**config.mk**
```make
export PLATFORM = sky130hd
export DESIGN_NAME = regfile_wb_queue
export DESIGN_NICKNAME = d
export VERILOG_FILES = /design/src/rtl/regfile_wb_queue.sv
export SDC_FILE = /design/constraint.sdc
export NUM_CORES = 1
export LEC_CHECK = 0
export ABC_CLOCK_PERIOD_IN_PS = 8910
export CAP_MARGIN = 20
export CELL_PAD_IN_SITES_DETAIL_PLACEMENT = 0
export CELL_PAD_IN_SITES_GLOBAL_PLACEMENT = 1
export CORE_MARGIN = 3
export CORE_UTILIZATION = 44
export CTS_CLUSTER_SIZE = 8
export DETAILED_ROUTE_END_ITERATION = 10
export GPL_TIMING_DRIVEN = 0
export PLACE_DENSITY = 0.92
export SYNTH_ARGS = -nofsm -noshare
export SYNTH_HDL_FRONTEND = slang
export SYNTH_SLANG_ARGS = --single-unit
```
**constraint.sdc**
```tcl
create_clock -name clk -period 8.91 [get_ports clk]
set_input_delay 1.782 -clock clk [delete_from_list [all_inputs] [get_ports clk]]
set_output_delay 1.782 -clock clk [all_outputs]
set_load 0.1 [all_outputs]
```
**src/rtl/regfile_wb_queue.sv**
```systemverilog
// Writeback queue in front of the 32x32 register file: buffers writes, drains one per
// cycle onto WE3/A3/WD3, and forwards still-pending values onto both read paths.

module regfile_wb_queue_fwd_slot #(
  parameter int ZERO_REG = 1
) (
  input  logic       occ,
  input  logic [4:0] addr,
  input  logic [4:0] a1,
  input  logic [4:0] a2,
  output logic       hit1,
  output logic       hit2
);
  // Register 0 never matches when it is hardwired, even if a stale slot holds it.
  logic zero1, zero2;
  assign zero1 = (ZERO_REG != 0) && (a1 == 5'd0);
  assign zero2 = (ZERO_REG != 0) && (a2 == 5'd0);
  assign hit1  = occ && (addr == a1) && !zero1;
  assign hit2  = occ && (addr == a2) && !zero2;
endmodule

module regfile_wb_queue #(
  parameter int DEPTH    = 4,
  parameter int ZERO_REG = 1
) (
  input  logic                      clk,
  input  logic                      reset_n,
  input  logic                      wb_valid,
  output logic                      wb_ready,
  input  logic [4:0]                wb_addr,
  input  logic [31:0]               wb_data,
  input  logic                      drain_en,
  output logic                      we3,
  output logic [4:0]                a3,
  output logic [31:0]               wd3,
  input  logic [4:0]                a1,
  input  logic [4:0]                a2,
  input  logic [31:0]               rd1_rf,
  input  logic [31:0]               rd2_rf,
  output logic [31:0]               rd1,
  output logic [31:0]               rd2,
  output logic [$clog2(DEPTH):0]    count
);
  localparam int PW = $clog2(DEPTH);
  localparam int CW = PW + 1;

  logic [DEPTH-1:0][4:0]  addr_q;
  logic [DEPTH-1:0][31:0] data_q;
  logic [PW-1:0]          rptr, wptr;
  logic [CW-1:0]          cnt;
  logic                   push, pop, accept, empty;

  assign empty    = (cnt == '0);
  assign wb_ready = (cnt < CW'(DEPTH));
  assign accept   = wb_valid && wb_ready;
  // Writes to a hardwired zero register complete the handshake but are dropped here.
  assign push     = accept && !((ZERO_REG != 0) && (wb_addr == 5'd0));
  assign pop      = we3;

  assign we3   = drain_en && !empty;
  assign a3    = empty ? 5'd0  : addr_q[rptr];
  assign wd3   = empty ? 32'd0 : data_q[rptr];
  assign count = cnt;

  always_ff @(posedge clk or negedge reset_n) begin
    if (!reset_n) begin
      rptr <= '0;
      wptr <= '0;
      cnt  <= '0;
    end else begin
      if (push) wptr <= wptr + PW'(1);
      if (pop)  rptr <= rptr + PW'(1);
      case ({push, pop})
        2'b10:   cnt <= cnt + CW'(1);
        2'b01:   cnt <= cnt - CW'(1);
        default: cnt <= cnt;
      endcase
    end
  end

  // Payload storage needs no reset; occupancy is tracked entirely by cnt/rptr.
  always_ff @(posedge clk) begin
    if (push) begin
      addr_q[wptr] <= wb_addr;
      data_q[wptr] <= wb_data;
    end
  end

  logic [DEPTH-1:0] occ, hit1, hit2;

  genvar j;
  generate
    for (j = 0; j < DEPTH; j++) begin : g_slot
      logic [PW-1:0] age;
      assign age    = PW'(j) - rptr;
      assign occ[j] = ({1'b0, age} < cnt);
      regfile_wb_queue_fwd_slot #(.ZERO_REG(ZERO_REG)) u_slot (
        .occ  (occ[j]),
        .addr (addr_q[j]),
        .a1   (a1),
        .a2   (a2),
        .hit1 (hit1[j]),
        .hit2 (hit2[j])
      );
    end
  endgenerate

  // Walk slots oldest to youngest so the last hit (youngest) wins.
  always_comb begin
    logic [PW-1:0] idx;
    rd1 = rd1_rf;
    rd2 = rd2_rf;
    idx = '0;
    for (int i = 0; i < DEPTH; i++) begin
      idx = rptr + PW'(i);
      if (hit1[idx]) rd1 = data_q[idx];
      if (hit2[idx]) rd2 = data_q[idx];
    end
  end
endmodule

```
Fig. 1: pin placement
Pins as bars across the die edge, other pins in gray.
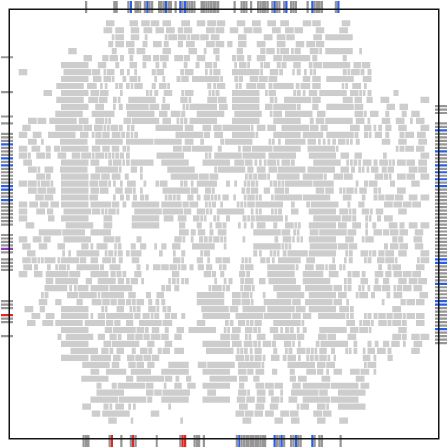
- red: `a1` (pins 5; direction input; edge 4 bottom, 1 left)
- blue: `rd2_rf` (pins 32; direction input; edge 12 right, 9 top, 6 left, 5 bottom)
- purple: `we3` (pins 1; direction output; edge left)
port bufs: 210
Die W: 167.0 µm

Fig. 2: wiring by layer
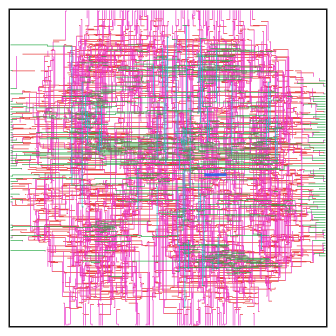
- green: M3 (wire length 5360 µm)
- magenta: M2 (wire length 19500 µm)
- cyan: M4 (wire length 1220 µm)
- red: M1 (wire length 16100 µm)
- blue: M5 (wire length 10.1 µm)
GRT Total Usage: 29.35%
WL per Instance: 24.41 µm

Fig. 3: placed standard cells
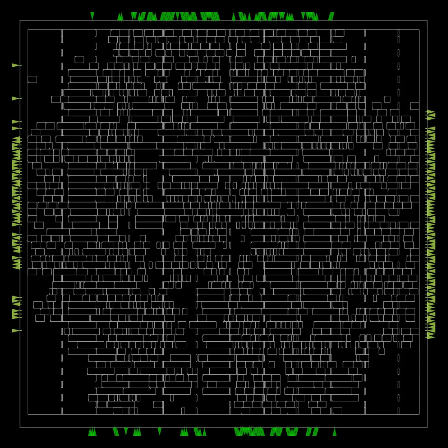
core area: 25330 µm²
flop count: 155
sequential share of cell area: 31.54%
fin cells: 1730

Fig. 4: clock wires, drivers and flops
Bar = 50 µm.
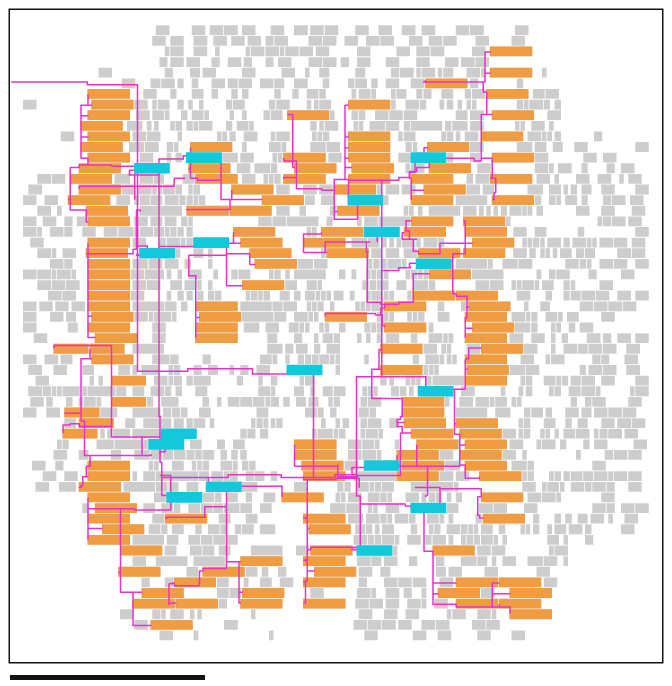
- cyan: clock-net drivers (count 17)
- magenta: clock wires (length 1910 µm)
- orange: flip-flops (count 155)
- routed clock nets: 18
worst-skew pair later-pin latency: 0.44 ns
worst clock skew: 0.005312 ns

Fig. 5: cell classes on the final placement
Fill, decap, tap and diode cells in gray.
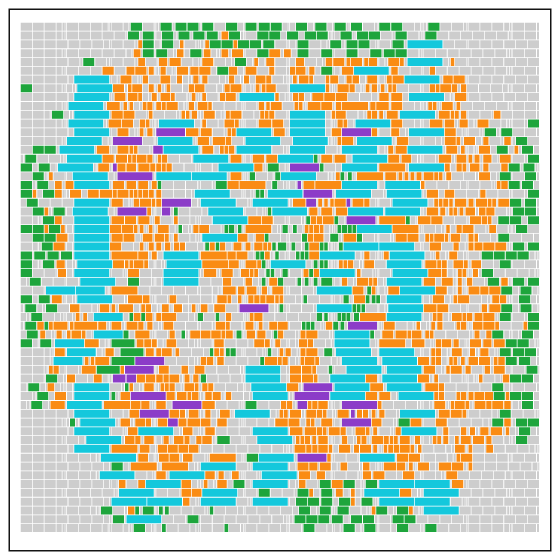
- green: remaining buffers and delay cells (cells 320)
- purple: clock drivers and dummy loads (cells 32)
- orange: remaining logic cells (cells 893)
- cyan: registers (cells 155)
fin area: 14640 µm²
Site Rows: 58
final core occ: 57.82%

==> results.tsv <==
stage	metric	value	unit
synth	postSynthCellCount	1151	
layout	clkbuf_count	18	
sta	slew_headroom	26.84	%
flow_run	warnings	30	
sta	maxSlewViolCount	0	
setup_path	cp_data_arrival_time	6.29	ns
grt	grt_max_degree	23	
layout	nNetsFinal	1512	
grt	grt_util_met1	38.31	%
synth	common_cells	149 x mux2i_1, 148 x edfxtp_1, 131 x nand2_1, 79 x nand3_1, 64 x nor2_1	
clocking	cts.htree.levels	4	
worst_hold_path	hp-class	register to register	
setup_path	cp_num_buf_inv	6	
synth	yosys_warnings	0	
setup_path	crit_path_start_kind	register	
clocking	cts_made_buffers	17	
detailed_routing	via_count	10900	
grt	grt_pass1_wl	63250	µm
placement	dpl_cell_area	14020	µm²
layout	n_fill_cell	2176	
layout	signal_buffers	320	
sta	hold_viol_final	0	
synth	ys_sh_aoi	15.87	%
setup_path	r2r_end	rptr[1]$_DFFE_PN0P_	
floorplanning	fp_util	45.04	%
layout	ff_latch_area	4619	µm²
clocking	cts-root-buf	clkbuf_16	
layout	comb_share	42.44	%
placement	place_congestion	0.8878	
run_status	status	complete, no violations	
placement	dpl.cell_count	1697	
sta	period_minus_slack	8.072	ns
floorplanning	dieArea	27900	µm²
clocking	hold_buffers	0	
setup_path	crit_chain	clkbuf_1, inv_2, clkbuf_1, clkbuf_1, ha_1, o21ba_2, o21ai_0, nor4_1, nor3_1, o22a_1, clkbuf_1, o21ai_0, o221ai_1, clkdlybuf4s50_1	
sta	rsz0062_at_grt	no	
[layout by cell type (no fill, tap or decap), types with 9 or more instances in the layout]
| cell | instances |
|---|---|
| xnor2_1 | 44 |
| o211ai_1 | 33 |
| nor2_1 | 64 |
| o221ai_1 | 30 |
| mux2_2 | 28 |
| mux2i_1 | 149 |
| clkbuf_1 | 64 |
| ha_1 | 9 |
| o21ai_0 | 38 |
| buf_1 | 19 |
| clkdlybuf4s50_1 | 210 |
| o211a_1 | 31 |
| nor2b_1 | 40 |
| nand3_1 | 79 |
| inv_1 | 39 |
| buf_2 | 19 |
| a32oi_1 | 28 |
| nand2_1 | 131 |
| mux4_2 | 19 |
| edfxtp_1 | 148 |
| clkbuf_16 | 17 |
| a21oi_1 | 57 |
